===== src/rtl/gc_cfg_pkg.sv =====
// Shared definitions for the GC configuration dispatcher: opcodes, FSM states,
// error codes and header field positions.
package gc_cfg_pkg;

    localparam logic [3:0] OP_SEG = 4'h1;
    localparam logic [3:0] OP_END = 4'hF;

    localparam int OPC_MSB  = 31;
    localparam int OPC_LSB  = 28;
    localparam int TGT_MSB  = 27;
    localparam int TGT_LSB  = 24;
    localparam int CSUM_MSB = 15;
    localparam int CSUM_LSB = 0;
    localparam int CSUM_W   = CSUM_MSB - CSUM_LSB + 1;

    typedef enum logic [2:0] {
        IDLE,
        HDR,
        PAYLOAD,
        DONE,
        ERR
    } state_t;

    typedef enum logic [1:0] {
        ERR_NONE = 2'd0,
        ERR_OPC  = 2'd1,
        ERR_TGT  = 2'd2,
        ERR_CSUM = 2'd3
    } err_code_t;

    // Segment counter holds at its maximum instead of wrapping.
    function automatic logic [7:0] sat_inc8(input logic [7:0] v);
        return (v == 8'hFF) ? v : v + 8'd1;
    endfunction

endpackage


===== src/rtl/gc_cfg_hdr_decode.sv =====
// Combinational classifier for one configuration header word.
module gc_cfg_hdr_decode
    import gc_cfg_pkg::*;
#(
    parameter int NUM_TARGETS = 4,
    parameter int LEN_W       = 16
) (
    input  logic [31:0]      hdr,
    output logic             is_seg,
    output logic             is_end,
    output logic             is_illegal,
    output logic [3:0]       tgt_id,
    output logic [LEN_W-1:0] len,
    output logic             tgt_oob
);

    logic [3:0] opcode;

    assign opcode     = hdr[OPC_MSB:OPC_LSB];
    assign tgt_id     = hdr[TGT_MSB:TGT_LSB];
    assign len        = hdr[LEN_W-1:0];
    assign is_seg     = (opcode == OP_SEG);
    assign is_end     = (opcode == OP_END);
    assign is_illegal = !is_seg && !is_end;
    assign tgt_oob    = ({28'd0, tgt_id} >= 32'(NUM_TARGETS));

    // Bits between the length field and the target id carry no meaning.
    generate
        if (LEN_W < TGT_LSB) begin : g_gap
            logic unused_gap_bits;
            assign unused_gap_bits = ^hdr[TGT_LSB-1:LEN_W];
        end
    endgenerate

endmodule


===== src/rtl/gc_config_dispatcher.sv =====
// Parses the GC configuration word stream and routes segment payloads to one of
// NUM_TARGETS consumers. Optional END checksum check: define GC_CFG_CHECKSUM_EN.
module gc_config_dispatcher
    import gc_cfg_pkg::*;
#(
    parameter int NUM_TARGETS = 4,
    parameter int LEN_W       = 16
) (
    input  logic                   clk,
    input  logic                   resetn,
    input  logic                   start,
    input  logic                   abort,
    input  logic [31:0]            src_data,
    input  logic                   src_valid,
    output logic                   src_ready,
    output logic [31:0]            tgt_data,
    output logic [NUM_TARGETS-1:0] tgt_valid,
    input  logic [NUM_TARGETS-1:0] tgt_ready,
    output logic                   busy,
    output logic                   done,
    output logic                   err,
    output logic [1:0]             err_code,
    output logic [7:0]             seg_count
);

    state_t                 state_reg;
    logic [NUM_TARGETS-1:0] sel_reg;
    logic [LEN_W-1:0]       remaining_reg;
    logic [7:0]             seg_count_reg;
    logic                   done_reg;
    logic                   err_reg;
    err_code_t              err_code_reg;

    logic                   hdr_is_seg;
    logic                   hdr_is_end;
    logic                   hdr_is_illegal;
    logic [3:0]             hdr_tgt_id;
    logic [LEN_W-1:0]       hdr_len;
    logic                   hdr_tgt_oob;
    logic [NUM_TARGETS-1:0] sel_dec;
    logic                   payload_ready;
    logic                   hs;
    logic                   end_ok;
    logic                   can_start;

    gc_cfg_hdr_decode #(
        .NUM_TARGETS (NUM_TARGETS),
        .LEN_W       (LEN_W)
    ) u_hdr_decode (
        .hdr        (src_data),
        .is_seg     (hdr_is_seg),
        .is_end     (hdr_is_end),
        .is_illegal (hdr_is_illegal),
        .tgt_id     (hdr_tgt_id),
        .len        (hdr_len),
        .tgt_oob    (hdr_tgt_oob)
    );

    genvar gi;
    generate
        for (gi = 0; gi < NUM_TARGETS; gi++) begin : g_sel
            assign sel_dec[gi] = (hdr_tgt_id == 4'(gi));
        end
    endgenerate

    // Payload path is a straight pass-through; only the latched target sees valid.
    assign payload_ready = |(tgt_ready & sel_reg);
    assign src_ready     = (state_reg == HDR) || ((state_reg == PAYLOAD) && payload_ready);
    assign tgt_data      = src_data;
    assign tgt_valid     = ((state_reg == PAYLOAD) && src_valid && !abort) ? sel_reg : '0;
    assign hs            = src_valid && src_ready;
    assign can_start     = start && ((state_reg == IDLE) || (state_reg == DONE) || (state_reg == ERR));

    assign busy      = (state_reg == HDR) || (state_reg == PAYLOAD);
    assign done      = done_reg;
    assign err       = err_reg;
    assign err_code  = err_code_reg;
    assign seg_count = seg_count_reg;

`ifdef GC_CFG_CHECKSUM_EN
    logic [CSUM_W-1:0] csum_reg;

    assign end_ok = (src_data[CSUM_MSB:CSUM_LSB] == csum_reg);

    always_ff @(posedge clk or negedge resetn) begin
        if (!resetn) begin
            csum_reg <= '0;
        end else if (abort || can_start) begin
            csum_reg <= '0;
        end else if ((state_reg == PAYLOAD) && hs) begin
            csum_reg <= csum_reg + src_data[CSUM_MSB:CSUM_LSB];
        end
    end
`else
    assign end_ok = 1'b1;
`endif

    always_ff @(posedge clk or negedge resetn) begin
        if (!resetn) begin
            state_reg     <= IDLE;
            sel_reg       <= '0;
            remaining_reg <= '0;
            seg_count_reg <= '0;
            done_reg      <= 1'b0;
            err_reg       <= 1'b0;
            err_code_reg  <= ERR_NONE;
        end else if (abort) begin
            // A word handshaken in this cycle is dropped on the floor.
            state_reg     <= IDLE;
            sel_reg       <= '0;
            remaining_reg <= '0;
            seg_count_reg <= '0;
            done_reg      <= 1'b0;
            err_reg       <= 1'b0;
            err_code_reg  <= ERR_NONE;
        end else begin
            case (state_reg)
                IDLE, DONE, ERR: begin
                    if (can_start) begin
                        state_reg     <= HDR;
                        seg_count_reg <= '0;
                        done_reg      <= 1'b0;
                        err_reg       <= 1'b0;
                        err_code_reg  <= ERR_NONE;
                    end
                end
                HDR: begin
                    if (hs) begin
                        if (hdr_is_seg) begin
                            if (hdr_tgt_oob) begin
                                state_reg    <= ERR;
                                err_reg      <= 1'b1;
                                err_code_reg <= ERR_TGT;
                            end else if (hdr_len == '0) begin
                                seg_count_reg <= sat_inc8(seg_count_reg);
                            end else begin
                                state_reg     <= PAYLOAD;
                                sel_reg       <= sel_dec;
                                remaining_reg <= hdr_len;
                            end
                        end else if (hdr_is_end) begin
                            if (end_ok) begin
                                state_reg <= DONE;
                                done_reg  <= 1'b1;
                            end else begin
                                state_reg    <= ERR;
                                err_reg      <= 1'b1;
                                err_code_reg <= ERR_CSUM;
                            end
                        end else if (hdr_is_illegal) begin
                            state_reg    <= ERR;
                            err_reg      <= 1'b1;
                            err_code_reg <= ERR_OPC;
                        end
                    end
                end
                PAYLOAD: begin
                    if (hs) begin
                        remaining_reg <= remaining_reg - LEN_W'(1);
                        if (remaining_reg == LEN_W'(1)) begin
                            state_reg     <= HDR;
                            seg_count_reg <= sat_inc8(seg_count_reg);
                        end
                    end
                end
                default: state_reg <= IDLE;
            endcase
        end
    end

endmodule


===== config.mk =====
export PLATFORM = sky130hd
export DESIGN_NAME = gc_config_dispatcher
export DESIGN_NICKNAME = d
export VERILOG_FILES = /design/src/rtl/gc_cfg_pkg.sv /design/src/rtl/gc_cfg_hdr_decode.sv /design/src/rtl/gc_config_dispatcher.sv
export SDC_FILE = /design/constraint.sdc
export NUM_CORES = 1
export LEC_CHECK = 0
export ABC_AREA = 1
export CAP_MARGIN = 10
export CORE_ASPECT_RATIO = 1.25
export CORE_MARGIN = 2
export CORE_UTILIZATION = 45
export CTS_BUF_LIST = sky130_fd_sc_hd__clkbuf_2 sky130_fd_sc_hd__clkbuf_4 sky130_fd_sc_hd__clkbuf_8
export CTS_CLUSTER_DIAMETER = 150
export CTS_CLUSTER_SIZE = 24
export DETAILED_ROUTE_END_ITERATION = 7
export PLACE_DENSITY = 0.79
export SYNTH_ARGS = -nofsm -noshare
export SYNTH_HDL_FRONTEND = slang
export SYNTH_SLANG_ARGS = --single-unit

===== constraint.sdc =====
create_clock -name clk -period 4.6 [get_ports clk]
set_clock_uncertainty 0.2 [all_clocks]
set_input_delay 1.38 -clock clk [delete_from_list [all_inputs] [get_ports clk]]
set_output_delay 1.38 -clock clk [all_outputs]
set_load 0.01 [all_outputs]

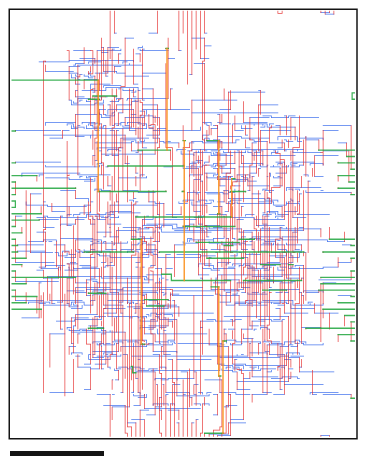
(run_1/wires.png)
Scale bar: 20 um.
metal 4: shown in orange, wire length 161 um. metal 3: shown in green, wire length 400 um. metal 1: shown in blue, wire length 2770 um. metal 2: shown in red, wire length 3430 um.

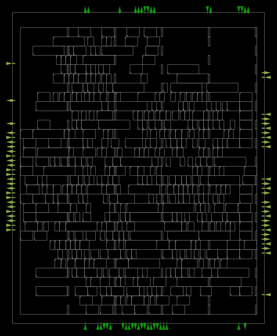
(run_1/placement.png)
Std-Cell Core Area: 5857 um^2
number of fill cells in the layout: 557
num sequential: 35

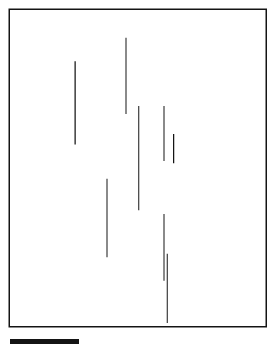
(run_1/layer_met4.png)
Scale bar: 20 um.
The layer holds 2.4% of the routed length. The layer carries 161 um of wire. 8 nets have wire on it. The longest straight run is 29.9 um. The wires run mostly vertical.

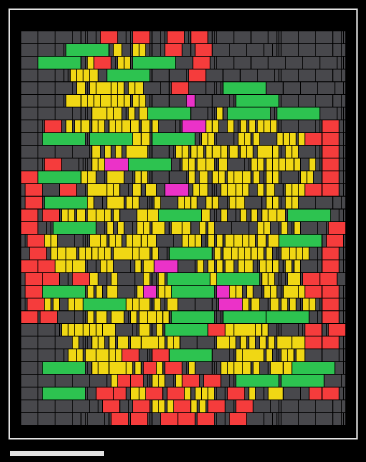
(run_1/placement_by_type.png)
Scale bar: 20 um. Fill, decap, tap and diode cells in grey.
clock drivers and dummy loads: shown in magenta, cells 8, share of their area 2.7%. sequential cells: shown in green, cells 35, share of their area 26%. remaining buffers and delay cells: shown in red, cells 79, share of their area 23%. combinational and other logic: shown in yellow, cells 356, share of their area 48%.

==> commit_impl_results.txt, run 1 <==
Add synthesis and place-and-route results

- Outcome: finished, final reports clean
- Worst slack at placement: between 200 and 250 ps
* Count of mapped cells out of synthesis: roughly 430
- Max-capacitance violation count: 0
- Per STA, the worst path accumulates the most delay in the family buffers and inverters.
- In this design, the critical path's most frequently occurring cell is sky130_fd_sc_hd__clkdlybuf4s50_1.
- Count of hold-fix buffers inserted at cts: 0
- Die Ht: roughly 92 um
- Looking at the critical path, the single cell with the biggest stage delay is sky130_fd_sc_hd__clkdlybuf4s50_1.
- Number of setup buffers added after CTS: 0
* Dominant flop cell: sky130_fd_sc_hd__dfrtp_1
- Clock slew seen by the registers of the worst setup and hold paths: around 70 ps
- Wire length per cell: approximately 12 um
- The area taken by multi-input combinational cells is reported as 1449 um^2.
- In the final layout, flip-flops and latches take up between 20% and 30% of the cell area.
- Setup total negative slack on the finished layout was measured at 0 ps.
- Top area contributor share: a little under a third
- Cell Int Power: ~0.81 mW
* Sum of net half-perimeters after detailed placement: around 5.2 mm
- TritonCTS built the clock tree.
- Relative slew slack: ~66%
- Leakage power figure: about 1.7 nW
* Class of the worst hold path: reg2reg
* Synth Cell Area: roughly 2800 um^2
* Residual DRC count: 0
* Ranking of synthesized cells by area: sky130_fd_sc_hd__dfrtp_1 (32%), sky130_fd_sc_hd__nand2_1 (21%), sky130_fd_sc_hd__buf_4 (9.8%), sky130_fd_sc_hd__nor2_1 (8.4%), sky130_fd_sc_hd__inv_1 (4.6%)
* Tapcells inserted: between 80 and 90
- Post-synthesis cell type with the largest combined area: sky130_fd_sc_hd__dfrtp_1
- Tally of OpenROAD warnings: 27
* Sink of the worst hold path: err
- Routability-driven placement finished with a final weighted congestion of roughly 0.9.
- Distinct lib cells: 26
* Multi-input logic cell count: roughly 320
* Nature of the critical path startpoint: input pin
* Switching share of power: 46.38%
- Antenna violations before repair: 0
* Critical path endpoint category: output pin
- Synth Seq Share: between 30% and 40%
- ClkCell Share: under 10%
* Share of total power in combinational logic: between 50% and 60%
- For this run the top cell type by instance count after synthesis was sky130_fd_sc_hd__nand2_1.
* Vias after detailed routing: around 2800
* WS Path Type: in2out
- Of all the cell area in the finished design, non-clock buffers hold approximately 23%.
- The script computed a power per unit cell area of ~440 nW/um^2.
- Worst-margin pin slew: between 500 and 600 ps
- IO Pins: 91
-- run 1: through the flow --
stage                     hold WS (ps)  power, mW  util, %  instance area [um^2]  cells
after floorplan                  262.8      1.080        -                  2756    430
after global placement           270.4      1.277    57.23                  3352    552
after detailed placement         263.7      1.294    57.23                  3352    552
after CTS                        290.0      1.523    58.75                  3441    560
after global routing             331.6      1.666    58.75                  3441    560
final                            285.2      1.516    58.75                  3441    560
-- run 1: per-layer routing --
metal	track usage, %	up-vias	wire, um
li1	-	1412	-
met1	24.34	1270	2767
met2	36.16	106	3430
met3	4.107	18	400
met4	8.485	0	160
met5	0	-	0
-- run 1: worst reg2reg max path, cell delays in order, from the launching register on --
cell	delay, ps
sky130_fd_sc_hd__dfrtp_1	440
sky130_fd_sc_hd__inv_2	90
sky130_fd_sc_hd__nand2_1	90
sky130_fd_sc_hd__nor2_2	200
sky130_fd_sc_hd__nand2_2	130
sky130_fd_sc_hd__nand2_2	140
sky130_fd_sc_hd__nand2_2	90
sky130_fd_sc_hd__nand2_2	320
sky130_fd_sc_hd__inv_2	200
sky130_fd_sc_hd__nand2_1	100
sky130_fd_sc_hd__nand2_1	50
-- run 1: power by group through the flow --
stage | Combinational, mW | Sequential (mW) | Clock [mW]
finish | 0.790 | 0.501 | 0.226
detailed placement | 0.789 | 0.506 | 0
global placement | 0.775 | 0.501 | 0
global route | 0.904 | 0.517 | 0.244
floorplan | 0.590 | 0.490 | 0
CTS | 0.792 | 0.500 | 0.231
-- run 1: cell families after synthesis --
logic type	synth area share, %
AOI/OAI and AO/OA	8.170
xor gates and xnor gates	2.224
adders and majority gates	1.362
buffers and inverters	15.66
DFF	31.77
and+or+nand+nor	40.81
==> run_1/logic_types.png <==
Scale bar: 20 um.
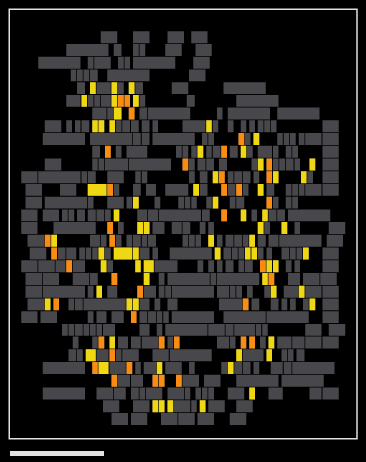

==> inputs of run 2 (changes only) <==
CELL_PAD_IN_SITES_DETAIL_PLACEMENT = 1   (was default)
CELL_PAD_IN_SITES_GLOBAL_PLACEMENT = 2   (was default)
CORE_UTILIZATION = 26   (was 45)
PLACE_DENSITY = default   (was 0.79)
PLACE_DENSITY_LB_ADDON = 0.1   (was default)
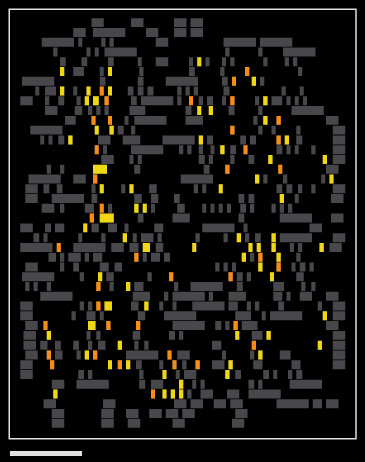
(run_2/logic_types.png)
Scale bar: 20 um.
nor cells: shown in yellow, cells 68, most used nor2_1. inv cells: shown in orange, cells 39, most used inv_1.

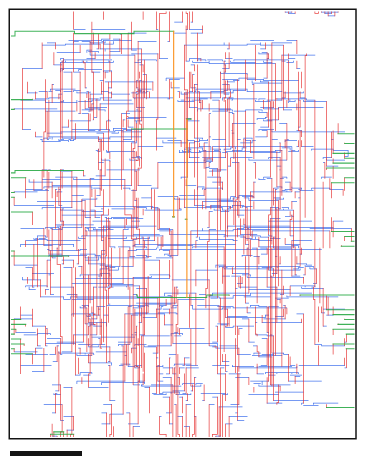
(run_2/wires.png)
Scale bar: 20 um.
metal 3: shown in green, wire length 286 um. metal 2: shown in red, wire length 4690 um. metal 4: shown in orange, wire length 101 um. metal 1: shown in blue, wire length 3680 um.

==> commit_impl_results.txt, run 2 <==
Add synthesis and place-and-route results

- Synth Seq Share: 31.77% (unchanged)
- Worst slack at placement: 140.9 ps (was 228.8 ps)
- Residual DRC count: 0 (unchanged)
- WHS: 284.4 ps (was 285.2 ps)
- The cell family contributing the most delay on the critical path is buffers and inverters (unchanged).
- The post-cts hold buffer count was 0 (unchanged).
- WS Path Type: in2out (unchanged)
- Vias after detailed routing: 2789 (was 2806)
- The leading register cell type out of synthesis was sky130_fd_sc_hd__dfrtp_1 (unchanged).
- Std-Cell Core Area: 10460 um^2 (was 5857 um^2)
- Critical path endpoint category: output pin (unchanged)
* Number of setup buffers added after CTS: 0 (unchanged)
- Final estimated routing congestion in global placement: 0.7425 (was 0.8991)
- Distinct lib cells: 26 (unchanged)
- The mapped cell area came to 2756 um^2 (unchanged).
- Outcome: finished, final reports clean (unchanged).
- The cell type with the largest total area after synthesis was sky130_fd_sc_hd__dfrtp_1 (unchanged).
- The routed length per instance came to 14.36 um (was 12.07 um).
- The power density normalized to cell area is 450.6 nW/um^2 (was 440.7 nW/um^2).
* Clock slew seen by the registers of the worst setup and hold paths: 80 ps (was 70 ps)
- Ranking of synthesized cells by area: sky130_fd_sc_hd__dfrtp_1 (32%), sky130_fd_sc_hd__nand2_1 (21%), sky130_fd_sc_hd__buf_4 (9.8%), sky130_fd_sc_hd__nor2_1 (8.4%), sky130_fd_sc_hd__inv_1 (4.6%) (unchanged).
* Highest-delay cell along the critical path: sky130_fd_sc_hd__clkdlybuf4s50_1 (unchanged)
- The number of antenna violations at the first check in global routing came to 0 (unchanged).
* Die Ht: 119.1 um (was 91.50 um)
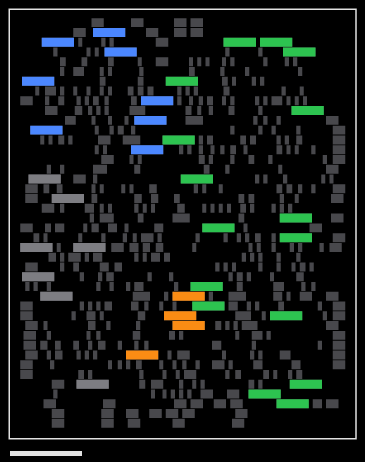
(run_2/flops_by_reg.png)
Scale bar: 20 um.
seg_count: shown in blue, sequential cells 8. remaining_reg: shown in green, sequential cells 16. sel_reg: shown in orange, sequential cells 4, where south.

run 2: kinds of logic (layout without fill, tap and decap cells):
group	after synthesis	count (layout)	synth area share, %
adders and majority gates	3	3	1.362
xor gates and xnor gates	7	7	2.224
and+or+nand+nor	266	266	40.81
buffers and inverters	78	126	15.66
AOI/OAI and AO/OA	41	41	8.170
DFF	35	35	31.77
run 2: routing by layer:
metal	global-route usage, %	up-vias	part of all wire, %
met2	31.03	49	54
met5	0	-	0
li1	-	1412	-
met1	18.25	1322	42
met4	4.018	0	1.2
met3	2.910	6	3.3
run 2: metrics by stage:
step           instance area [um^2]  util, %  instances
4_1_cts                        3503    33.50        610
3_3_place_gp                   3415    32.65        602
6_report                       3503    33.50        610
5_1_grt                        3503    33.50        610
2_1_floorplan                  2756        -        430
3_5_place_dp                   3415    32.65        602
run 2: final timing paths:
kind	startpoint	endpoint	slack (ps)	cells after the start
setup reg to reg	state_reg[1]	remaining_reg[9]	2360	10
setup / recovery	abort	tgt_valid[2]	160	7
max in group asynchronous	resetn	remaining_reg[14]	2530	2
hold reg to reg	err	err	280	2
hold / removal	err	err	280	2
min in group asynchronous	resetn	remaining_reg[2]	1310	2
run 2: final cells by class:
class                           instances  area, um^2
Timing Repair Buffer                   79       778.2
Inverter                               39       146.4
Sequential cell                        35       875.8
Tap cell                              132       165.2
Multi-Input combinational cell        317        1449
Clock buffer                            7       83.83
Fill cell                            1356        6954
Clock inverter                          1       5.005
run 2: power breakdown:
group,total [mW],switching (mW),internal [mW]
Sequential,0.507,0.106,0.400
Clock,0.251,0.133,0.119
Combinational,0.821,0.526,0.294
Power is estimated from default activity; no workload was simulated.
